[config.mk]
export PLATFORM = sky130hd
export DESIGN_NAME = mux8to1_tdm_tx
export DESIGN_NICKNAME = d
export VERILOG_FILES = /design/src/rtl/mux8_pkg.sv /design/src/rtl/mux8to1_comb.sv /design/src/rtl/mux8to1_tdm_tx.sv
export SDC_FILE = /design/constraint.sdc
export NUM_CORES = 1
export LEC_CHECK = 0
export CAP_MARGIN = 0
export CORE_MARGIN = 4
export CORE_UTILIZATION = 40
export DETAILED_ROUTE_END_ITERATION = 8
export PLACE_DENSITY = 0.71
export SLEW_MARGIN = 25
export SYNTH_ARGS = -nofsm -noshare
export SYNTH_HDL_FRONTEND = slang
export SYNTH_SLANG_ARGS = --single-unit
[constraint.sdc]
create_clock -name clk -period 3.1 [get_ports clk]
set_input_delay 0.62 -clock clk [delete_from_list [all_inputs] [get_ports clk]]
set_output_delay 0.62 -clock clk [all_outputs]
set_load 0.02 [all_outputs]
[src/rtl/mux8_pkg.sv]
// Shared constants and state encoding for the 8-channel TDM mux family.
package mux8_pkg;
    localparam int NUM_CH = 8;
    localparam int SEL_W  = 3;

    typedef enum logic [1:0] {
        IDLE   = 2'd0,
        SEND   = 2'd1,
        PARITY = 2'd2
    } tdm_state_t;
endpackage

[src/rtl/mux8to1_comb.sv]
// Pure combinational 8:1 select, Y = D[S].
module mux8to1_comb
    import mux8_pkg::*;
(
    input  logic [NUM_CH-1:0] D,
    input  logic [SEL_W-1:0]  S,
    output logic              Y
);
    assign Y = D[S];
endmodule

[src/rtl/mux8to1_tdm_tx.sv]
// TDM transmitter: serializes one 8-bit channel word per frame onto Y, with S as channel index.
// Optional even-parity 9th slot when MUX8TO1_TDM_PARITY_EN is defined.
module mux8to1_tdm_tx
    import mux8_pkg::*;
#(
    parameter logic IDLE_VAL = 1'b0
) (
    input  logic              clk,
    input  logic              rst_n,
    input  logic [NUM_CH-1:0] Din,
    input  logic              Din_valid,
    output logic              Din_ready,
    output logic              Y,
    output logic [SEL_W-1:0]  S,
    output logic              Y_valid,
    output logic              frame_start
);
`ifdef MUX8TO1_TDM_PARITY_EN
    localparam logic PAR_EN = 1'b1;
`else
    localparam logic PAR_EN = 1'b0;
`endif

    tdm_state_t       state_q, state_d;
    logic [SEL_W-1:0] slot_q, slot_d;
    logic [NUM_CH-1:0] cap_q;
    logic             accept;
    logic             last_slot;
    logic             mux_y;
    logic             par_y;

    mux8to1_comb u_sel (
        .D (cap_q),
        .S (slot_q),
        .Y (mux_y)
    );

    assign par_y = ^cap_q;

    // The frame's final slot reopens the input so frames can run back to back.
    assign last_slot = (state_q == PARITY) ||
                       ((state_q == SEND) && (slot_q == 3'd7) && !PAR_EN);
    assign Din_ready = (state_q == IDLE) || last_slot;
    assign accept    = Din_valid && Din_ready;

    always_ff @(posedge clk or negedge rst_n) begin
        if (!rst_n) begin
            state_q <= IDLE;
            slot_q  <= '0;
            cap_q   <= '0;
        end else begin
            state_q <= state_d;
            slot_q  <= slot_d;
            if (accept) cap_q <= Din;
        end
    end

    always_comb begin
        state_d = state_q;
        slot_d  = slot_q;
        case (state_q)
            IDLE: begin
                slot_d = '0;
                if (accept) state_d = SEND;
            end
            SEND: begin
                if (slot_q == 3'd7 && PAR_EN) begin
                    // slot stays at 7 so S holds through the parity slot
                    state_d = PARITY;
                end else begin
                    slot_d = slot_q + 3'd1;
                    if (slot_q == 3'd7 && !accept) state_d = IDLE;
                end
            end
            PARITY: begin
                slot_d  = '0;
                state_d = accept ? SEND : IDLE;
            end
            default: begin
                state_d = IDLE;
                slot_d  = '0;
            end
        endcase
    end

    always_comb begin
        Y           = IDLE_VAL;
        S           = '0;
        Y_valid     = 1'b0;
        frame_start = 1'b0;
        case (state_q)
            SEND: begin
                Y           = mux_y;
                S           = slot_q;
                Y_valid     = 1'b1;
                frame_start = (slot_q == 3'd0);
            end
            PARITY: begin
                Y       = par_y;
                S       = slot_q;
                Y_valid = 1'b1;
            end
            default: ;
        endcase
    end
endmodule

==> images/m3.png <==
Scale: 6 px per um.
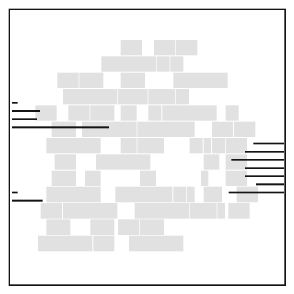
- wire length on this layer: 75.7 um
- nets with wire on the layer: 13
- share of all routed wire: 8.9%
- main direction: horizontal
- longest straight run: 15.9 um
drt total wl: 846 um
M3 GR Usage: 0.0356
vias: 370

==> images/clock_wires.png <==
Scale: 8 px per um.
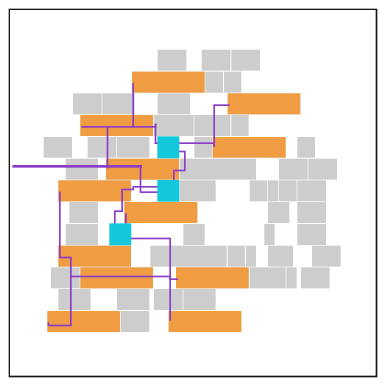
- clock-net drivers: cyan (count 3)
- flip-flops: orange (count 12)
- clock wires: purple (length 133 um)
- routed clock nets: 4
clk_lat worst skew: 260 ps
clk pwr: 118 uW
Layout Skew: 1.67 ps

==> images/ff_map.png <==
Scale: 6 px per um. Other sequential cells in the stronger grey, the rest of the logic in the fainter grey.
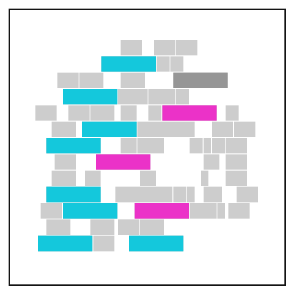
- `slot_q`: magenta (sequential cells 3)
- `cap_q`: cyan (sequential cells 8)
Final Util: 0.603
Seq area share: 0.378

[layout by cell type, fill, tap and decap left out, drive strengths merged]
cell and count:
and2b 1, dfrtp 12, clkbuf 4, inv 2
mux2 8, nand2b 2, and3b 1, nand2 3
and2 5, clkdlybuf4s50 17, a21boi 1, mux4 2
ha 3
[kinds of logic (layout without fill, tap and decap cells)]
| logic type | count (synthesis) | count (layout) |
|---|---|---|
| fa+ha+maj | 3 | 3 |
| buf+inv | 2 | 23 |
| flops | 12 | 12 |
| compound gates | 1 | 1 |
| mux | 10 | 10 |
| simple gates | 12 | 12 |
[power groups by stage]
stage | Combinational, mW | Sequential, mW | Clock (mW)
global placement | 0.409 | 0.298 | 0
CTS | 0.416 | 0.295 | 0.124
global route | 0.452 | 0.306 | 0.135
finish | 0.408 | 0.292 | 0.118
detailed placement | 0.414 | 0.299 | 0
floorplan | 0.270 | 0.281 | 0
[sequential cells by signal, summed over array words and instances, names as in the netlist]
name,count
cap_q,8
slot_q,3
state_q,1
[critical path: cells and delay by family, from the launching register on]
family | cells | cell delay, ps
muxes | 1 | 570
buffers and inverters | 1 | 530
DFF | 1 | 440
and+or+nand+nor | 1 | 80
AOI/OAI and AO/OA | 1 | 50
[path summary, 6_finish.rpt]
check,cells after the start,start,end
max reg2reg,5,slot_q[0],cap_q[5]
min reg2reg,1,cap_q[1],cap_q[1]
max in group asynchronous,1,rst_n,slot_q[2]
min in group asynchronous,1,rst_n,slot_q[1]
max,4,slot_q[0],Y
min,1,cap_q[1],cap_q[1]
[through the flow]
stage	area (um^2)	std cells	hold WS (ps)
after floorplan	569	40	324
after global placement	758	72	488
after detailed placement	758	72	488
after CTS	795	76	505
after global routing	795	76	529
final	795	76	503
[layout make-up]
class,count,area [um^2]
fill,110,523
timing repair buffer,17,170
multi-input combinational,26,262
tap,15,18.8
sequential,12,300
clock buffer,4,36.3
inverter,2,7.51
[layer usage]
| layer | GRT usage | up-vias | part of all wire |
|---|---|---|---|
| li1 | - | 183 | - |
| met1 | 0.128 | 174 | 0.48 |
| met2 | 0.159 | 13 | 0.43 |
| met3 | 0.0356 | 0 | 0.089 |
| met4 | 0.0341 | 0 | 0 |
| met5 | 0 | - | 0 |
==> flow_summary.ini <==
; synthesis and place-and-route metrics
[run_status]
status = complete, no violations

[critical_path]
cp-start-kind = flop
reg2reg_slack_ps = 1430
crit_fanout = 6
crit_slowest_cell = mux4_1
arrival_ps = 1940
crit_chain = mux4_1 > nand2_1 > a21boi_1 > clkdlybuf4s50_1
cp_data_required_time_ps = 2480
end_kind = primary output
cpPeakStageDelay_ps = 570
crit_type = flop to primary output

[power_and_ir_drop]
pwr-share-seq = 0.357
power.total_uw = 818
vdd.ir_drop.worst_mv = 0.434
p_per_area_nw_per_um2 = 1030
combPwrFrac = 0.499
p_sw_uw = 265
p_sw_frac = 0.325
p_int_uw = 552
p_leak_nw = 0.357
power.share.clock = 0.144

[finish]
area_growth_pct = 39.6
drive_above_1_share = 0.213
finalNetCount = 76
diodes = 0

[cts]
cts_tree = done
numCtsBuffers = 3
clkSinkCount = 12
cts.hold.buffers_added = 0
cts.path.max_buffers = 2
htreeDepth = 1
clkTransAtPathRegs_ps = 70
post-cts-setup-buffers = 0
clock-root-buffer = clkbuf_4
cts_resized = 0

[global_routing]
grt_pass1_vias = 380
groute.usage.overall = 0.101
grt_pass1_wl_um = 1520
grt_antenna_before_repair = 0
grt_start_max_net_pins = 13
grt_overflow = 0

[floorplan]
die_w_um = 45.7
die_area_um2 = 2090
die_y_um = 45.7
rows = 13
core_area_um2 = 1320
fp-utilization = 0.432
io_pins = 18

[routing]
avgViaCountPerCell = 4.87
wire_per_inst_um = 11.1
drc = 0
antenna_left = 0
drt_iter0_markers = 3
first_pass_iters = 3

[synthesis]
synth-async-reset-ratio = 1.00
synthCells = 40
post-synth-top-area-cell = dfrtp_1
ys_cells = 40
yosys.area_share.adder = 0.0659
top_cells_by_area = dfrtp_1 (53%), mux2_2 (16%), mux4_1 (9.2%)
ys_warn_count = 0
yosysMostFrequentCell = dfrtp_1
netlist_top_cells_count = dfrtp_1 (12), mux2_2 (8), and2_1 (5), ha_1 (3)
top_logic_kind = multiplexers
yosysChipArea_um2 = 569
flop_cell = dfrtp_1
synth_flops = 12
xor_share = 0
syn-cell-area_um2 = 569
synth_cell_types = 12
syn_nets = 54
synth_top_area_share = 0.527
synth.area.mux_share = 0.251
synth_simple_gate_area_share = 0.130
edf_count = 0
ys_seq_share = 0.527
compound_area_frac = 0.0132
syn_avg_cell_area_um2 = 14.2

[placement]
pre_cts_slack_ps = 817
numPortBuffers = 17
hpwl_um = 680
place_congestion = 0.742

[sta]
setup_tns_ps = 0
fmax_mhz = 391
relSlewSlack = 0.639
setup_violations = 0
rsz0062_at_grt = false
period_used_share = 0.825
slew_viol_final = 0
period_minus_slack_ps = 2560
timing_worst_slew_pin_value_ps = 540
fin_ws_ps = 542
hold_violations = 0

[run]
drv_cap = 0
warnings = 27

[worst_hold_path]
min_path_type = flop to flop
Power figures rest on the tool's default switching activity, not on a simulated workload.
